$ cat src/rtl/cache_ctrl_pkg.sv
// Shared definitions for the direct-mapped cache controller: FSM encoding,
// default geometry and tag-width derivation.
package cache_ctrl_pkg;

  localparam int DEF_ADDR_W = 8;
  localparam int DEF_DATA_W = 8;
  localparam int DEF_IDX_W  = 2;
  localparam int LINES      = 1 << DEF_IDX_W;

  typedef enum logic [2:0] {
    ST_IDLE   = 3'd0,
    ST_LOOKUP = 3'd1,
    ST_MEM_RD = 3'd2,
    ST_MEM_WR = 3'd3,
    ST_RESP   = 3'd4
  } state_t;

  function automatic int tag_width(input int addr_w, input int idx_w);
    return addr_w - idx_w;
  endfunction

  function automatic logic [7:0] sat_inc(input logic [7:0] value);
    return (value == 8'hFF) ? value : value + 8'd1;
  endfunction

endpackage

$ cat src/rtl/cache_ctrl_if.sv
// CPU-side request/response and memory-port signals of the cache controller.
interface cache_ctrl_if #(
  parameter int ADDR_W = 8,
  parameter int DATA_W = 8
);
  logic              start;
  logic [ADDR_W-1:0] address;
  logic [DATA_W-1:0] data;
  logic              read_operation;
  logic              cache_busy;
  logic              bus_busy;
  logic [DATA_W-1:0] read_data;
  logic              read_valid;
  logic              mem_req;
  logic              mem_we;
  logic [ADDR_W-1:0] mem_addr;
  logic [DATA_W-1:0] mem_wdata;
  logic [DATA_W-1:0] mem_rdata;
  logic              mem_ack;
  logic [7:0]        hit_count;
  logic [7:0]        miss_count;

  modport slave (
    input  start, address, data, read_operation, mem_rdata, mem_ack,
    output cache_busy, bus_busy, read_data, read_valid,
           mem_req, mem_we, mem_addr, mem_wdata, hit_count, miss_count
  );

  modport master (
    output start, address, data, read_operation, mem_rdata, mem_ack,
    input  cache_busy, bus_busy, read_data, read_valid,
           mem_req, mem_we, mem_addr, mem_wdata, hit_count, miss_count
  );
endinterface

$ cat src/rtl/cache_tag_array.sv
// Valid/tag/data storage for the direct-mapped cache: combinational lookup,
// one synchronous write port, valid bits cleared on reset.
module cache_tag_array
  import cache_ctrl_pkg::*;
#(
  parameter int IDX_W  = DEF_IDX_W,
  parameter int TAG_W  = 6,
  parameter int DATA_W = DEF_DATA_W
) (
  input  logic              clk,
  input  logic              rst,
  input  logic [IDX_W-1:0]  lk_idx,
  output logic              lk_valid,
  output logic [TAG_W-1:0]  lk_tag,
  output logic [DATA_W-1:0] lk_data,
  input  logic              wr_en,
  input  logic [IDX_W-1:0]  wr_idx,
  input  logic [TAG_W-1:0]  wr_tag,
  input  logic [DATA_W-1:0] wr_data
);
  localparam int N_LINES = 1 << IDX_W;

  logic [N_LINES-1:0] valid_reg;
  logic [TAG_W-1:0]   tag_mem  [N_LINES];
  logic [DATA_W-1:0]  data_mem [N_LINES];

  generate
    for (genvar gi = 0; gi < N_LINES; gi++) begin : g_valid
      always_ff @(posedge clk) begin
        if (rst) begin
          valid_reg[gi] <= 1'b0;
        end else if (wr_en && (wr_idx == IDX_W'(gi))) begin
          valid_reg[gi] <= 1'b1;
        end
      end
    end
  endgenerate

  // Contents only matter behind a set valid bit, so they carry no reset.
  always_ff @(posedge clk) begin
    if (wr_en) begin
      tag_mem[wr_idx]  <= wr_tag;
      data_mem[wr_idx] <= wr_data;
    end
  end

  assign lk_valid = valid_reg[lk_idx];
  assign lk_tag   = tag_mem[lk_idx];
  assign lk_data  = data_mem[lk_idx];

endmodule

$ cat src/rtl/cache_ctrl_dm.sv
// Direct-mapped, write-through, no-write-allocate cache controller with a
// single-outstanding memory port and saturating hit/miss counters.
module cache_ctrl_dm
  import cache_ctrl_pkg::*;
#(
  parameter int ADDR_W = DEF_ADDR_W,
  parameter int DATA_W = DEF_DATA_W,
  parameter int IDX_W  = DEF_IDX_W
) (
  input logic         clk,
  input logic         rst,
  cache_ctrl_if.slave bus
);
  localparam int TAG_W = tag_width(ADDR_W, IDX_W);

  state_t            state_reg, state_next;
  logic [ADDR_W-1:0] addr_reg;
  logic [DATA_W-1:0] data_reg;
  logic              rd_reg;
  logic [DATA_W-1:0] read_data_reg;
  logic [7:0]        hit_cnt_reg;
  logic [7:0]        miss_cnt_reg;

  logic              lk_valid;
  logic [TAG_W-1:0]  lk_tag;
  logic [DATA_W-1:0] lk_data;
  logic              hit;
  logic              wr_en;
  logic [DATA_W-1:0] wr_data;

  cache_tag_array #(
    .IDX_W (IDX_W),
    .TAG_W (TAG_W),
    .DATA_W(DATA_W)
  ) u_tags (
    .clk     (clk),
    .rst     (rst),
    .lk_idx  (addr_reg[IDX_W-1:0]),
    .lk_valid(lk_valid),
    .lk_tag  (lk_tag),
    .lk_data (lk_data),
    .wr_en   (wr_en),
    .wr_idx  (addr_reg[IDX_W-1:0]),
    .wr_tag  (addr_reg[ADDR_W-1:IDX_W]),
    .wr_data (wr_data)
  );

  assign hit = lk_valid && (lk_tag == addr_reg[ADDR_W-1:IDX_W]);

  always_ff @(posedge clk) begin
    if (rst) begin
      state_reg <= ST_IDLE;
    end else begin
      state_reg <= state_next;
    end
  end

  always_comb begin
    state_next = state_reg;
    case (state_reg)
      ST_IDLE:   if (bus.start) state_next = ST_LOOKUP;
      ST_LOOKUP: begin
        if (!rd_reg)  state_next = ST_MEM_WR;
        else if (hit) state_next = ST_RESP;
        else          state_next = ST_MEM_RD;
      end
      ST_MEM_RD: if (bus.mem_ack) state_next = ST_RESP;
      ST_MEM_WR: if (bus.mem_ack) state_next = ST_IDLE;
      ST_RESP:   state_next = ST_IDLE;
      default:   state_next = ST_IDLE;
    endcase
  end

  // Every handshake output is a pure decode of the state register.
  always_comb begin
    bus.cache_busy = (state_reg != ST_IDLE);
    bus.bus_busy   = (state_reg == ST_MEM_RD) || (state_reg == ST_MEM_WR);
    bus.mem_req    = (state_reg == ST_MEM_RD) || (state_reg == ST_MEM_WR);
    bus.mem_we     = (state_reg == ST_MEM_WR);
    bus.read_valid = (state_reg == ST_RESP);
    wr_en          = ((state_reg == ST_LOOKUP) && !rd_reg && hit)
                  || ((state_reg == ST_MEM_RD) && bus.mem_ack);
    wr_data        = (state_reg == ST_MEM_RD) ? bus.mem_rdata : data_reg;
  end

  always_ff @(posedge clk) begin
    if (rst) begin
      addr_reg      <= '0;
      data_reg      <= '0;
      rd_reg        <= 1'b0;
      read_data_reg <= '0;
      hit_cnt_reg   <= '0;
      miss_cnt_reg  <= '0;
    end else begin
      if ((state_reg == ST_IDLE) && bus.start) begin
        addr_reg <= bus.address;
        data_reg <= bus.data;
        rd_reg   <= bus.read_operation;
      end
      if (state_reg == ST_LOOKUP) begin
        if (hit) begin
          hit_cnt_reg <= sat_inc(hit_cnt_reg);
          if (rd_reg) read_data_reg <= lk_data;
        end else begin
          miss_cnt_reg <= sat_inc(miss_cnt_reg);
        end
      end
      if ((state_reg == ST_MEM_RD) && bus.mem_ack) begin
        read_data_reg <= bus.mem_rdata;
      end
    end
  end

  assign bus.mem_addr   = addr_reg;
  assign bus.mem_wdata  = data_reg;
  assign bus.read_data  = read_data_reg;
  assign bus.hit_count  = hit_cnt_reg;
  assign bus.miss_count = miss_cnt_reg;

endmodule
$ cat src/flat_wrapper.sv
// flat-port wrapper written by rule: the top's interface ports become plain ports
module cache_ctrl_dm_flat import cache_ctrl_pkg::*;
#(
  parameter int ADDR_W = DEF_ADDR_W,
  parameter int DATA_W = DEF_DATA_W,
  parameter int IDX_W  = DEF_IDX_W
)
  (clk, rst, bus_start, bus_address, bus_data, bus_read_operation, bus_mem_rdata, bus_mem_ack, bus_cache_busy, bus_bus_busy, bus_read_data, bus_read_valid, bus_mem_req, bus_mem_we, bus_mem_addr, bus_mem_wdata, bus_hit_count, bus_miss_count);
  cache_ctrl_if #(.ADDR_W(ADDR_W), .DATA_W(DATA_W)) bus_i ();
  input logic clk;
  input logic rst;
  input wire logic [$bits(bus_i.start)-1:0] bus_start;
  input wire logic [$bits(bus_i.address)-1:0] bus_address;
  input wire logic [$bits(bus_i.data)-1:0] bus_data;
  input wire logic [$bits(bus_i.read_operation)-1:0] bus_read_operation;
  input wire logic [$bits(bus_i.mem_rdata)-1:0] bus_mem_rdata;
  input wire logic [$bits(bus_i.mem_ack)-1:0] bus_mem_ack;
  output wire logic [$bits(bus_i.cache_busy)-1:0] bus_cache_busy;
  output wire logic [$bits(bus_i.bus_busy)-1:0] bus_bus_busy;
  output wire logic [$bits(bus_i.read_data)-1:0] bus_read_data;
  output wire logic [$bits(bus_i.read_valid)-1:0] bus_read_valid;
  output wire logic [$bits(bus_i.mem_req)-1:0] bus_mem_req;
  output wire logic [$bits(bus_i.mem_we)-1:0] bus_mem_we;
  output wire logic [$bits(bus_i.mem_addr)-1:0] bus_mem_addr;
  output wire logic [$bits(bus_i.mem_wdata)-1:0] bus_mem_wdata;
  output wire logic [$bits(bus_i.hit_count)-1:0] bus_hit_count;
  output wire logic [$bits(bus_i.miss_count)-1:0] bus_miss_count;
  assign bus_i.start = bus_start;
  assign bus_i.address = bus_address;
  assign bus_i.data = bus_data;
  assign bus_i.read_operation = bus_read_operation;
  assign bus_i.mem_rdata = bus_mem_rdata;
  assign bus_i.mem_ack = bus_mem_ack;
  assign bus_cache_busy = bus_i.cache_busy;
  assign bus_bus_busy = bus_i.bus_busy;
  assign bus_read_data = bus_i.read_data;
  assign bus_read_valid = bus_i.read_valid;
  assign bus_mem_req = bus_i.mem_req;
  assign bus_mem_we = bus_i.mem_we;
  assign bus_mem_addr = bus_i.mem_addr;
  assign bus_mem_wdata = bus_i.mem_wdata;
  assign bus_hit_count = bus_i.hit_count;
  assign bus_miss_count = bus_i.miss_count;
  cache_ctrl_dm #(.ADDR_W(ADDR_W), .DATA_W(DATA_W), .IDX_W(IDX_W)) u_core (.clk(clk), .rst(rst), .bus(bus_i));
endmodule
$ cat config.mk
export PLATFORM = sky130hd
export DESIGN_NAME = cache_ctrl_dm_flat
export DESIGN_NICKNAME = d
export VERILOG_FILES = /design/src/rtl/cache_ctrl_pkg.sv /design/src/rtl/cache_ctrl_if.sv /design/src/rtl/cache_tag_array.sv /design/src/rtl/cache_ctrl_dm.sv /design/src/flat_wrapper.sv
export SDC_FILE = /design/constraint.sdc
export NUM_CORES = 1
export LEC_CHECK = 0
export CAP_MARGIN = 10
export CORE_MARGIN = 2
export CORE_UTILIZATION = 40
export DETAILED_ROUTE_END_ITERATION = 10
export GPL_TIMING_DRIVEN = 0
export PLACE_DENSITY_LB_ADDON = 0.12
export SYNTH_ARGS = -nofsm -noshare
export SYNTH_HDL_FRONTEND = slang
export SYNTH_SLANG_ARGS = --single-unit
$ cat constraint.sdc
create_clock -name clk -period 4 [get_ports clk]
set_input_delay 0.4 -clock clk [delete_from_list [all_inputs] [get_ports clk]]
set_output_delay 0.4 -clock clk [all_outputs]
set_load 0.005 [all_outputs]
Figure 1. Clock wiring as the flow saved it.
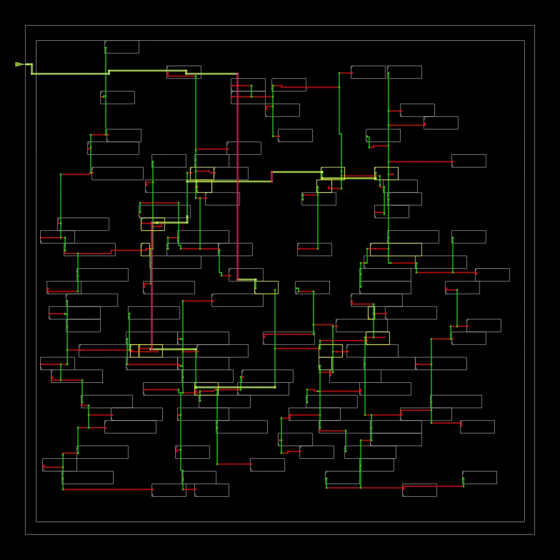
Worst-Skew Late Latency: 0.37 ns
CTS buffer count: 9
# clk buffers: 10
Worst Skew: 0.0108 ns

==> impl_metrics.json <==
{
  "diodes": 0,
  "dpl_cell_area_um2": 5410,
  "routed-wl-met2_um": 5440,
  "ctsHtreeMaxLevel": 3,
  "internal_power_mw": 1.87,
  "power-top-group": "sequential cells",
  "reg2reg_slack_ns": 0.53,
  "reg2reg_depth": 9,
  "via_per_inst": 5.32,
  "grt_pass1_vias": 3049,
  "synth_flops": 106,
  "cp_cell_sequence": "buf_2 -> mux4_2 -> xnor2_1 -> nand3_1 -> nor2_4 -> nand4b_2 -> and2_1 -> nor3b_2 -> buf_6",
  "use_met1": 0.236,
  "yosys_warnings": 0,
  "hold_end": "u_core.u_tags.valid_reg[1]",
  "grt_max_degree": 18,
  "synthAdderAreaFrac": 0.00564,
  "timing.fmax_mhz": 288,
  "path_class": "reg -> reg",
  "status": "finished, final reports clean",
  "setup_ws_ns": 0.526,
  "worstSetupStartpointType": "flip-flop",
  "worst_pin_slew_ns": 0.776,
  "synthCells": 368,
  "grt.busiest_layer": "met2",
  "yosys-stat-area_um2": 4440,
  "largest_reg_flops": 32,
  "wl_per_cell_um": 17.6,
  "layout_top_cells": "clkdlybuf4s50_1 (73), edfxtp_1 (56), dfxtp_1 (50)",
  "antenna_found_initial": 0,
  "crit_buf_inv": 2,
  "synthDistinctLibCells": 48,
  "largest_area_cell": "edfxtp_1",
  "use_met3": 0.0433,
  "post-route-period-util": 0.869,
  "die_w_um": 109,
  "clk_pin_slew_ns": 0.10,
  "cts_buffer_depth": 2,
  "comb_power_share": 0.255,
  "syn_avg_cell_area_um2": 12.1,
  "seqPwrFrac": 0.498,
  "switching_power_uw": 797,
  "worst_path_max_delay_cell": "nor3b_2",
  "max_cap_viol_count": 0,
  "power.density_nw_per_um2": 477,
  "arrival_ns": 3.55,
  "finalInstanceArea_um2": 5600,
  "grt_setup_unrepaired": "no",
  "ys_cells": 368,
  "worstHoldStart": "u_core.u_tags.valid_reg[1]",
  "xor_area_frac": 0.0197,
  "globalRouteMet2Util": 0.321,
  "end_kind": "flip-flop",
  "logic_family": "simple AND/OR/NAND/NOR gates",
  "top_regs": "u_core.u_tags.data_mem x32, u_core.u_tags.tag_mem x24",
  "wl_met3_um": 376,
  "ir_worst_vdd_mv": 0.246,
  "area_leaders": "edfxtp_1 (38%), dfxtp_1 (23%), mux4_2 (6.6%), nand2_1 (3.6%), a21oi_1 (3.0%)",
  "post_cts_buffers": 0,
  "syn2layout_area_growth_pct": 26.2,
  "reg2reg_to": "u_core.u_tags.tag_mem[1][5]",
  "drtPass1Iterations": 4,
  "async_flop_share": 0,
  "ctsHoldBuffers": 0,
  "synthMuxAreaShare": 0.110,
  "wl_met1_um": 4630,
  "ios": 74,
  "min_period_ns": 3.47,
  "swShare": 0.298,
  "highest_layer": "met4",
  "syn_nets": 399,
  "core.rowCount": 38,
  "path_max_fanout": 9,
  "warnings": 26
}
Figure 2. Where the registers sit.
Other sequential cells in the stronger grey, the rest of the logic in the fainter grey.
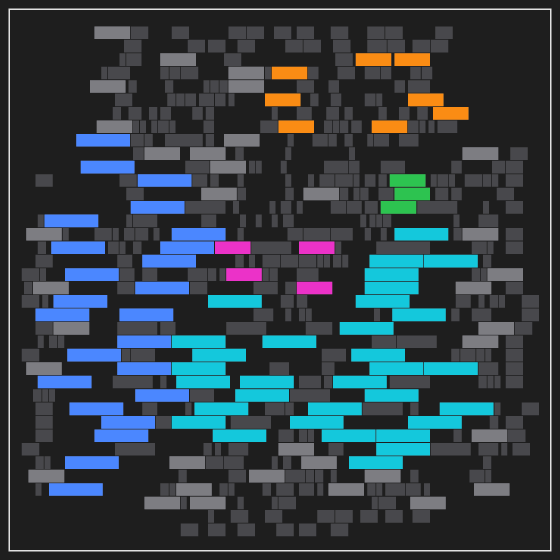
legend:
  green:
    signal: `u_core.state_reg`
    placed_flops: 3
  blue:
    signal: `u_core.u_tags.tag_mem`
    placed_flops: 24
  cyan:
    signal: `u_core.u_tags.data_mem`
    placed_flops: 32
  magenta:
    signal: `u_core.u_tags.valid_reg`
    placed_flops: 4
    where: middle
  orange:
    signal: `u_core.bus.miss_count`
    placed_flops: 8
not coloured: 35
final core occ: 0.517
sequential power: 1.33 mW

## cells in the mapped netlist (4+ instances only)
library cell	number
a21oi_1	27
a221oi_1	8
and2_1	6
clkbuf_1	16
dfxtp_1	50
edfxtp_1	56
inv_1	7
mux2_1	11
mux2i_1	7
mux4_2	13
nand2_1	43
nand2b_1	7
nand3_1	15
nand4_1	4
nor2_1	24
nor2b_1	5
o21ai_1	14
or3_1	4
xnor2_1	7
## cell type report
| cell class | instances | area, µm² |
|---|---|---|
| clock inverter | 6 | 65.1 |
| inverter | 9 | 33.8 |
| timing repair buffer | 77 | 779 |
| fill | 988 | 5240 |
| clock buffer | 10 | 128 |
| multi-input combinational | 232 | 1650 |
| sequential | 106 | 2680 |
| buffer | 21 | 86.3 |
| tap | 140 | 175 |
## worst max-delay path by stage
| stage | to | cells after the start |
|---|---|---|
| after floorplan | u_core.u_tags.data_mem[1][0] | 8 |
| after global placement | u_core.u_tags.tag_mem[2][1] | 8 |
| after detailed placement | u_core.u_tags.tag_mem[1][4] | 8 |
| after CTS | u_core.u_tags.tag_mem[1][5] | 8 |
| after global routing | u_core.u_tags.tag_mem[1][5] | 8 |
| final | u_core.u_tags.tag_mem[1][5] | 9 |
## logic make-up (layout without fill, tap and decap cells)
logic type | Yosys count | in the layout
simple gates | 126 | 126
flops | 106 | 106
compound gates | 63 | 63
mux | 31 | 31
buf+inv | 30 | 123
xor+xnor | 10 | 10
fa+ha+maj | 2 | 2
## through the flow
stage / cells / TNS (ns) / hold WS [ns] / power, mW
2_1_floorplan: 368 / 0 / 0.423 / 1.73
3_3_place_gp: 581 / -28.92 / 0.443 / 2.02
3_5_place_dp: 585 / 0 / 0.452 / 2.05
4_1_cts: 601 / 0 / 0.464 / 2.71
5_1_grt: 601 / 0 / 0.487 / 2.82
6_report: 601 / 0 / 0.461 / 2.67
Power is estimated from default activity; no workload was simulated.
